**Run 1: M1 wires**

Cells faint in the background.
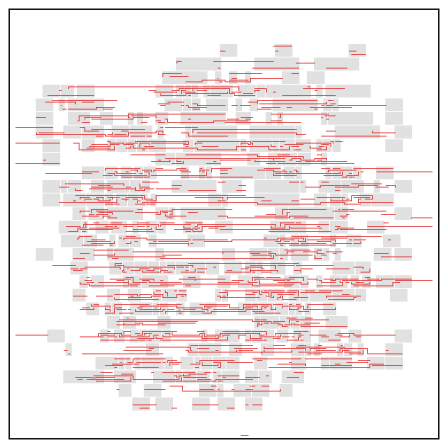
**Run 1: metal 2**

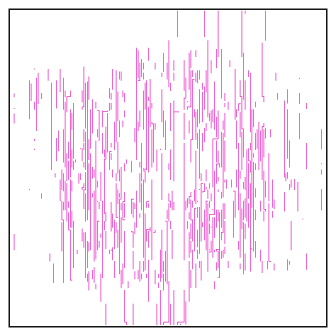
**Run 1: signal wires on met3**

Cells faint in the background.
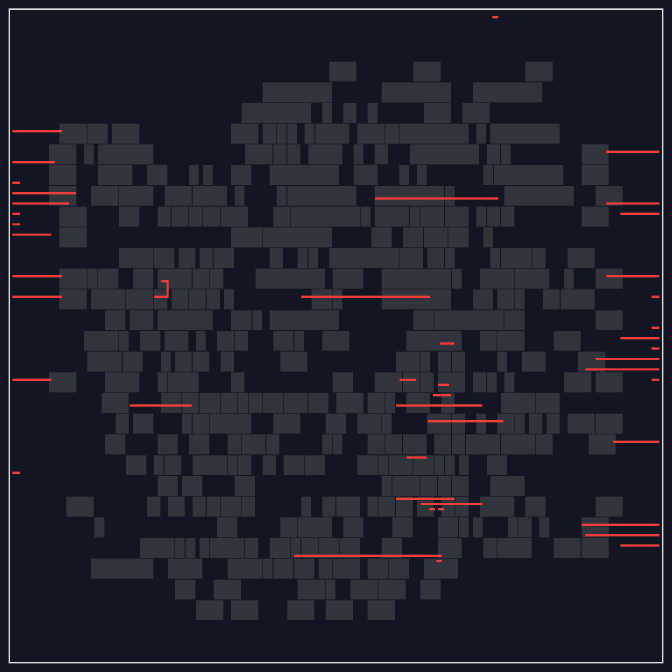
<file path="config.mk">
export PLATFORM = sky130hd
export DESIGN_NAME = acc_stage
export DESIGN_NICKNAME = d
export VERILOG_FILES = /design/src/rtl/acc_stage.sv
export SDC_FILE = /design/constraint.sdc
export NUM_CORES = 1
export LEC_CHECK = 0
export CORE_MARGIN = 5
export CORE_UTILIZATION = 40
export CTS_BUF_LIST = sky130_fd_sc_hd__clkbuf_16
export CTS_CLUSTER_DIAMETER = 80
export DETAILED_ROUTE_END_ITERATION = 7
export GPL_ROUTABILITY_DRIVEN = 0
export PLACE_DENSITY = 0.62
export SYNTH_ARGS = -nofsm -noshare
export SYNTH_HDL_FRONTEND = slang
export SYNTH_SLANG_ARGS = --single-unit
</file>
<file path="constraint.sdc">
create_clock -name clk -period 3.5 [get_ports clk]
set_clock_uncertainty 0.05 [all_clocks]
set_input_delay 0.875 -clock clk [delete_from_list [all_inputs] [get_ports clk]]
set_output_delay 0.875 -clock clk [all_outputs]
set_load 0.005 [all_outputs]
</file>
<file path="src/rtl/acc_stage.sv">
// acc_stage -- accumulator stage of the 8-bit datapath.
//
// Holds the working register (acc), presents it to the external complement
// unit on nx_out and takes the complemented value back on nz_in for NOT.
// Executes LOAD, NOT, AND, OR, ADD, SUB in one cycle and SHL/SHR one bit per
// cycle, then updates the Z/N/C flags.
//
// Ports:
//   clk       rising-edge clock
//   rst_n     asynchronous active-low reset
//   in_valid  decode presents an operation
//   in_ready  stage can accept (high only while idle)
//   op        opcode, latched on accept
//   operand   operand / shift amount (bits [2:0]), latched on accept
//   nx_out    copy of acc, feeds the complement unit
//   nz_in     complement unit result, written to acc by NOT
//   acc       accumulator register
//   done      one-cycle pulse after each completed operation
//   flag_z    zero flag
//   flag_n    negative flag (acc MSB)
//   flag_c    carry flag (ADD, SUB, SHL, SHR only)
module acc_stage #(
    parameter int WIDTH = 8
) (
    input  logic             clk,
    input  logic             rst_n,
    input  logic             in_valid,
    output logic             in_ready,
    input  logic [2:0]       op,
    input  logic [WIDTH-1:0] operand,
    output logic [WIDTH-1:0] nx_out,
    input  logic [WIDTH-1:0] nz_in,
    output logic [WIDTH-1:0] acc,
    output logic             done,
    output logic             flag_z,
    output logic             flag_n,
    output logic             flag_c
);

    typedef enum logic [0:0] {
        ST_IDLE  = 1'b0,
        ST_SHIFT = 1'b1
    } state_t;

    localparam logic [2:0] OP_LOAD = 3'b000;
    localparam logic [2:0] OP_NOT  = 3'b001;
    localparam logic [2:0] OP_AND  = 3'b010;
    localparam logic [2:0] OP_OR   = 3'b011;
    localparam logic [2:0] OP_ADD  = 3'b100;
    localparam logic [2:0] OP_SUB  = 3'b101;
    localparam logic [2:0] OP_SHL  = 3'b110;
    localparam logic [2:0] OP_SHR  = 3'b111;

    state_t           state_r, state_s;
    logic [2:0]       cnt_r, cnt_s;
    logic             shr_r, shr_s;      // direction of the shift in flight
    logic [WIDTH-1:0] acc_r, acc_s;
    logic             flag_z_r, flag_z_s;
    logic             flag_n_r, flag_n_s;
    logic             flag_c_r, flag_c_s;
    logic             done_r, done_s;
    logic             upd_zn_s;          // an op completes this edge

    logic [WIDTH:0]   sum_s;
    logic [WIDTH:0]   diff_s;
    logic [WIDTH-1:0] shl_acc_s, shr_acc_s;
    logic             shl_out_s, shr_out_s;

    // The borrow of the 9-bit difference is the inverse of "acc >= operand".
    assign sum_s  = {1'b0, acc_r} + {1'b0, operand};
    assign diff_s = {1'b0, acc_r} - {1'b0, operand};
    assign {shl_out_s, shl_acc_s} = {acc_r, 1'b0};
    assign {shr_acc_s, shr_out_s} = {1'b0, acc_r};

    assign in_ready = (state_r == ST_IDLE);
    assign nx_out   = acc_r;
    assign acc      = acc_r;
    assign done     = done_r;
    assign flag_z   = flag_z_r;
    assign flag_n   = flag_n_r;
    assign flag_c   = flag_c_r;

    // Next-state, datapath and flag computation.
    always_comb begin
        state_s  = state_r;
        cnt_s    = cnt_r;
        shr_s    = shr_r;
        acc_s    = acc_r;
        flag_c_s = flag_c_r;
        flag_z_s = flag_z_r;
        flag_n_s = flag_n_r;
        done_s   = 1'b0;
        upd_zn_s = 1'b0;

        case (state_r)
            ST_IDLE: begin
                if (in_valid) begin
                    done_s   = 1'b1;
                    upd_zn_s = 1'b1;
                    case (op)
                        OP_LOAD: acc_s = operand;
                        OP_NOT:  acc_s = nz_in;
                        OP_AND:  acc_s = acc_r & operand;
                        OP_OR:   acc_s = acc_r | operand;
                        OP_ADD: begin
                            acc_s    = sum_s[WIDTH-1:0];
                            flag_c_s = sum_s[WIDTH];
                        end
                        OP_SUB: begin
                            acc_s    = diff_s[WIDTH-1:0];
                            flag_c_s = ~diff_s[WIDTH];
                        end
                        OP_SHL, OP_SHR: begin
                            if (operand[2:0] == 3'd0) begin
                                // Zero-length shift finishes now with C cleared.
                                flag_c_s = 1'b0;
                            end else begin
                                state_s  = ST_SHIFT;
                                cnt_s    = operand[2:0];
                                shr_s    = (op == OP_SHR);
                                done_s   = 1'b0;
                                upd_zn_s = 1'b0;
                            end
                        end
                        default: acc_s = acc_r;
                    endcase
                end else begin
                    state_s = ST_IDLE;
                end
            end
            ST_SHIFT: begin
                acc_s = shr_r ? shr_acc_s : shl_acc_s;
                cnt_s = cnt_r - 3'd1;
                if (cnt_r == 3'd1) begin
                    // The bit leaving on the final step is the carry.
                    state_s  = ST_IDLE;
                    done_s   = 1'b1;
                    upd_zn_s = 1'b1;
                    flag_c_s = shr_r ? shr_out_s : shl_out_s;
                end else begin
                    state_s = ST_SHIFT;
                end
            end
            default: begin
                state_s = ST_IDLE;
                cnt_s   = 3'd0;
            end
        endcase

        if (upd_zn_s) begin
            flag_z_s = (acc_s == {WIDTH{1'b0}});
            flag_n_s = acc_s[WIDTH-1];
        end else begin
            flag_z_s = flag_z_r;
            flag_n_s = flag_n_r;
        end
    end

    // State, accumulator, flag and done registers.
    always_ff @(posedge clk or negedge rst_n) begin
        if (!rst_n) begin
            state_r  <= ST_IDLE;
            cnt_r    <= 3'd0;
            shr_r    <= 1'b0;
            acc_r    <= {WIDTH{1'b0}};
            flag_z_r <= 1'b0;
            flag_n_r <= 1'b0;
            flag_c_r <= 1'b0;
            done_r   <= 1'b0;
        end else begin
            state_r  <= state_s;
            cnt_r    <= cnt_s;
            shr_r    <= shr_s;
            acc_r    <= acc_s;
            flag_z_r <= flag_z_s;
            flag_n_r <= flag_n_s;
            flag_c_r <= flag_c_s;
            done_r   <= done_s;
        end
    end

endmodule

</file>
==> metrics.cfg, run 1 <==
[outcome]
status=finished, final reports clean

[floorplan]
dieArea_sq_mm=0.007327
fp_util_pct=41.26
core_area_sq_mm=0.005540
ios=43

[yosys]
ys_sh_xor_pct=2.299
avgSynthCellArea_sq_um=7.993
area_leaders=dfrtp_1 19%, ha_1 14%, mux2i_1 6.1%
postSynthCellCount=286
yosys.area.top_type=dfrtp_1
yosysWarnings=0
floorplan.nets=336
synth_seq_share_pct=18.61
synth.cell_area_sq_mm=0.002286
synth_top_area_share_pct=18.61
synth.most_common_cell=inv_1
synth_cell_types=60

[sta]
worst_pin_slew_ns=0.7632
setup_ws_ns=0.1060
relSlewSlack_pct=48.96
finalHoldViolations=0

[cells_and_area]
drive_gt1_share_pct=14.12
most-common-layout-cells=42 x clkdlybuf4s50_1, 30 x buf_4, 29 x inv_1
fill_cells=541
syn_to_final_growth_pct=29.67
lay_top_count=clkdlybuf4s50_1

[clock_network]
htreeDepth=1
cts_hold_buf=0
cts_root_buf=clkbuf_16
cts_buffers=3

[drt]
drtAntennaViolNets=0
drtPass1Iterations=4

[power_and_ir_drop]
power_mw=2.148

[run]
maxCapViolations=0

[min_path]
worst_hold_startpoint=flag_n

[critical_path]
endpoint=flag_z
r2r-start=acc[1]
crit_type=input port to flip-flop

[global_routing]
grt_pass1_vias=2174
grt_max_degree=18

[placed_design]
portBuffers=42

Notes on 'M1 wires' above:
wire length on this layer = 3190 um
nets with wire on the layer = 340
longest straight run = 34.0 um
share of all routed wire = 50%
main direction = horizontal
routed via count: 2203
Routed WL: 6404 um
met1 GRT Util: 25.51%

Notes on 'metal 2' above:
longest straight run = 37.4 um
share of all routed wire = 45%
nets with wire on the layer = 297
main direction = vertical
wire length on this layer = 2890 um
GR Util met2: 29.17%

Notes on 'signal wires on met3' above:
nets with wire on the layer = 40
longest straight run = 19.1 um
global-route met3 utilization: 2.209%

[run 1: cell families after synthesis]
kind of cell / Yosys count
XOR/XNOR: 6
flip-flops: 17
buffers and inverters: 51
adder cells (fa/ha/maj): 28
AND/OR/NAND/NOR: 75
multiplexers: 16
AND-OR/OR-AND: 93
[run 1: worst min path at each step]
stage          endpoint
4_1_cts          flag_n
3_3_place_gp     flag_n
6_report         flag_n
3_5_place_dp     flag_n
2_1_floorplan    flag_n
5_1_grt          flag_n
[run 1: cell type report]
cell class	instances	area (sq um)	area share (%)
Clock inverter	1	3.754	0.1266
Clock buffer	3	75.07	2.533
Inverter	29	108.9	3.672
Timing Repair Buffer	72	645.6	21.78
Tap cell	72	90.09	3.039
Sequential cell	17	425.4	14.35
Multi-Input combinational cell	218	1615	54.50
[run 1: flip-flops by register name, summed over array words and instances, names as in the netlist]
signal	count
acc	8
cnt_r	3
done	1
flag_c	1
flag_n	1
flag_z	1
shr_r	1
state_r	1
[run 1: per-layer routing]
| metal | vias to the layer above | part of all wire [%] | global-route usage [%] |
|---|---|---|---|
| li1 | 1112 | - | - |
| met1 | 1027 | 50 | 25.51 |
| met2 | 55 | 45 | 29.17 |
| met3 | 9 | 3.7 | 2.209 |
| met4 | 0 | 1.3 | 3.741 |
| met5 | - | 0 | 0 |
[run 1: power breakdown]
part	leakage, nW	switching (mW)	total, mW	internal, mW
clock network	0.0423	0.0689	0.220	0.151
logic	1.12	0.700	1.45	0.748
registers	0.199	0.188	0.480	0.292
[run 1: worst max-delay path: stages]
cell,delay (ns)
clkdlybuf4s50_1,0.47
inv_1,0.06
ha_1,0.32
o21ba_1,0.20
or4_4,0.43
a31oi_1,0.21
mux2i_1,0.21
a31o_2,0.17
or3b_1,0.36
o31ai_2,0.18
--- run 2 (diff from run 1) ---
Settings changed: CORE_MARGIN 5 to 1.5.
**Run 2: congestion heat map**

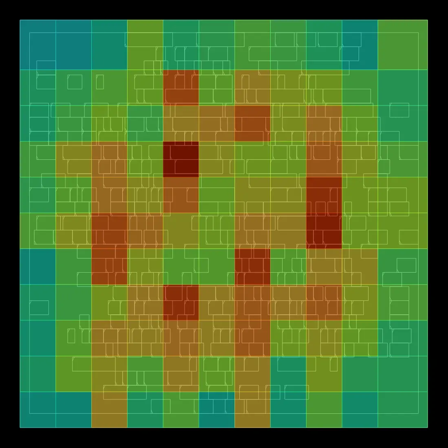
GRT Util Overall: 21.30%
Util after Layout: 54.03%

**Run 2: sequential cells grouped by signal name**

The bar under the picture is 20 um long. Other sequential cells in the stronger gray, the rest of the logic in the fainter gray.
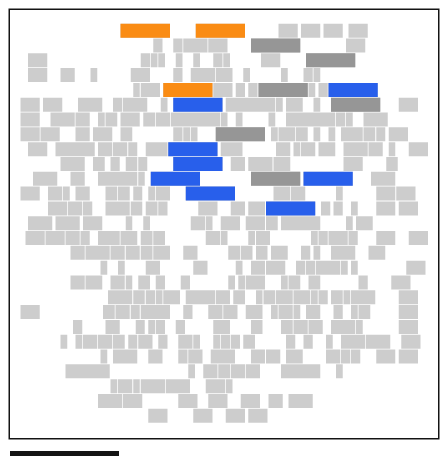
orange -> `cnt_r`  # placed flops 3
blue -> `acc`  # placed flops 8
not colored = 6
FF/Latch Area: 425.4 sq um
sequential share of cell area: 14.30%
Seq power: 0.466 mW

==> run 2 against run 1 <==
Power up 1.3%; final area is 0.38% higher; sequential cell count stayed put; setup slack improved by 0.030 ns; fmax increased by 0.90%; via count increased by 1.0%; wire length down 2.1%; worst hold slack improved by 0.0012 ns; utilization grew 0.53 points; die area fell by 16%; non-clock buffer count is 1 lower; largest power group unchanged.
==> metrics.cfg, run 2 <==
[outcome]
status=finished, final reports clean

[yosys]
synth.cell_area_sq_mm=0.002286  ; unchanged
synth_cell_types=60  ; unchanged
synth_seq_share_pct=18.61  ; unchanged
synth.most_common_cell=inv_1
postSynthCellCount=286  ; unchanged
synth_top_area_share_pct=18.61  ; unchanged
area_leaders=dfrtp_1 19%, ha_1 14%, mux2i_1 6.1%
yosys.area.top_type=dfrtp_1

[critical_path]
cp_slowest_cell=clkdlybuf4s50_1
max_stage_delay_ns=0.47  ; about the same
cp.buffers_inverters=2  ; unchanged
crit_type=input port to flip-flop

[global_routing]
grt_pass1_vias=2104  ; -3.2%
busiest_layer=met2
grtUsageMet1_pct=31.13  ; +5.6 points

[cells_and_area]
ff_count=17  ; unchanged
drive_gt1_share_pct=14.45  ; +0.34 points
lay_top_count=clkdlybuf4s50_1
comb_area_share_pct=54.46  ; about the same
logic_area_sq_mm=0.001620  ; +0.31%
clk_share_pct=2.691  ; +0.032 points
most-common-layout-cells=42 x clkdlybuf4s50_1, 28 x inv_1, 28 x buf_4
n_all_buffers=71  ; -1.4%
largest_class=logic gates

[floorplan]
dieArea_sq_mm=0.006177  ; -16%

[sta]
relSlewSlack_pct=48.97  ; about the same
finalHoldViolations=0  ; unchanged

[clock_network]
cts_buffers=3  ; unchanged
cts_root_buf=clkbuf_16

[drt]
routed-wl-met2_um=2829  ; -2.2%
met1_length_um=3115  ; -2.2%

[run]
maxCapViolations=0  ; unchanged

**Run 2: metal 2**

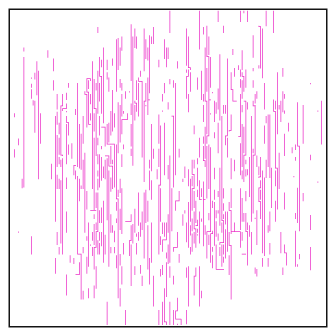
nets with wire on the layer = 310
main direction = vertical
Routed WL: 6271 um
GR Util met2: 34.22%
routed via count: 2226

run 2: netlist changes by cell type in the layout (fill, tap and decap cells not counted), sizes merged:
cell    delta
clkinv     +1
buf        -1
inv        -1
run 2: cell families (layout without fill, tap and decap cells):
group           after synthesis  count (layout)  share of synthesized area [%]
compound gates               93              93                          27.81
mux                          16              16                          7.608
flops                        17              17                          18.61
xor+xnor                      6               6                          2.299
buf+inv                      51             104                          10.78
fa+ha+maj                    28              28                          15.98
simple gates                 75              75                          16.91
run 2: through the flow:
stage	power [mW]	instance area (sq um)
2_1_floorplan	1.394	2286
4_1_cts	2.168	2969
3_3_place_gp	1.917	2889
5_1_grt	2.371	2975
6_report	2.175	2975
3_5_place_dp	1.927	2889
run 2: worst min-delay path: cells and delay by family, from the launching register on:
family | cells | cell delay, ns
AND/OR/NAND/NOR | 1 | 0.05
flip-flops | 1 | 0.34
AND-OR/OR-AND | 1 | 0.06
run 2: report_power, final:
part / internal [mW] / leakage, nW / switching [mW]
clock: 0.153 / 0.0409 / 0.0745
combinational: 0.759 / 1.12 / 0.723
sequential: 0.292 / 0.199 / 0.174
total: 1.20 / 1.36 / 0.972
run 2: path summary, 6_finish.rpt:
| path | from | to | slack (ns) |
|---|---|---|---|
| max | operand[1] | flag_z | 0.14 |
| min | flag_n | flag_n | 0.43 |
| max reg2reg | acc[1] | flag_z | 0.63 |
| min reg2reg | flag_n | flag_n | 0.43 |
| max in group asynchronous | rst_n | acc[2] | 1.89 |
| min in group asynchronous | rst_n | flag_n | 1.03 |
run 2: what timing repair did:
item | in CTS | in global routing
hold buffers | 0 | 0
endpoints found under the setup margin | 0 | 1
resized | 0 | 2
No activity file was given, so power comes from the tool's default toggle rates.
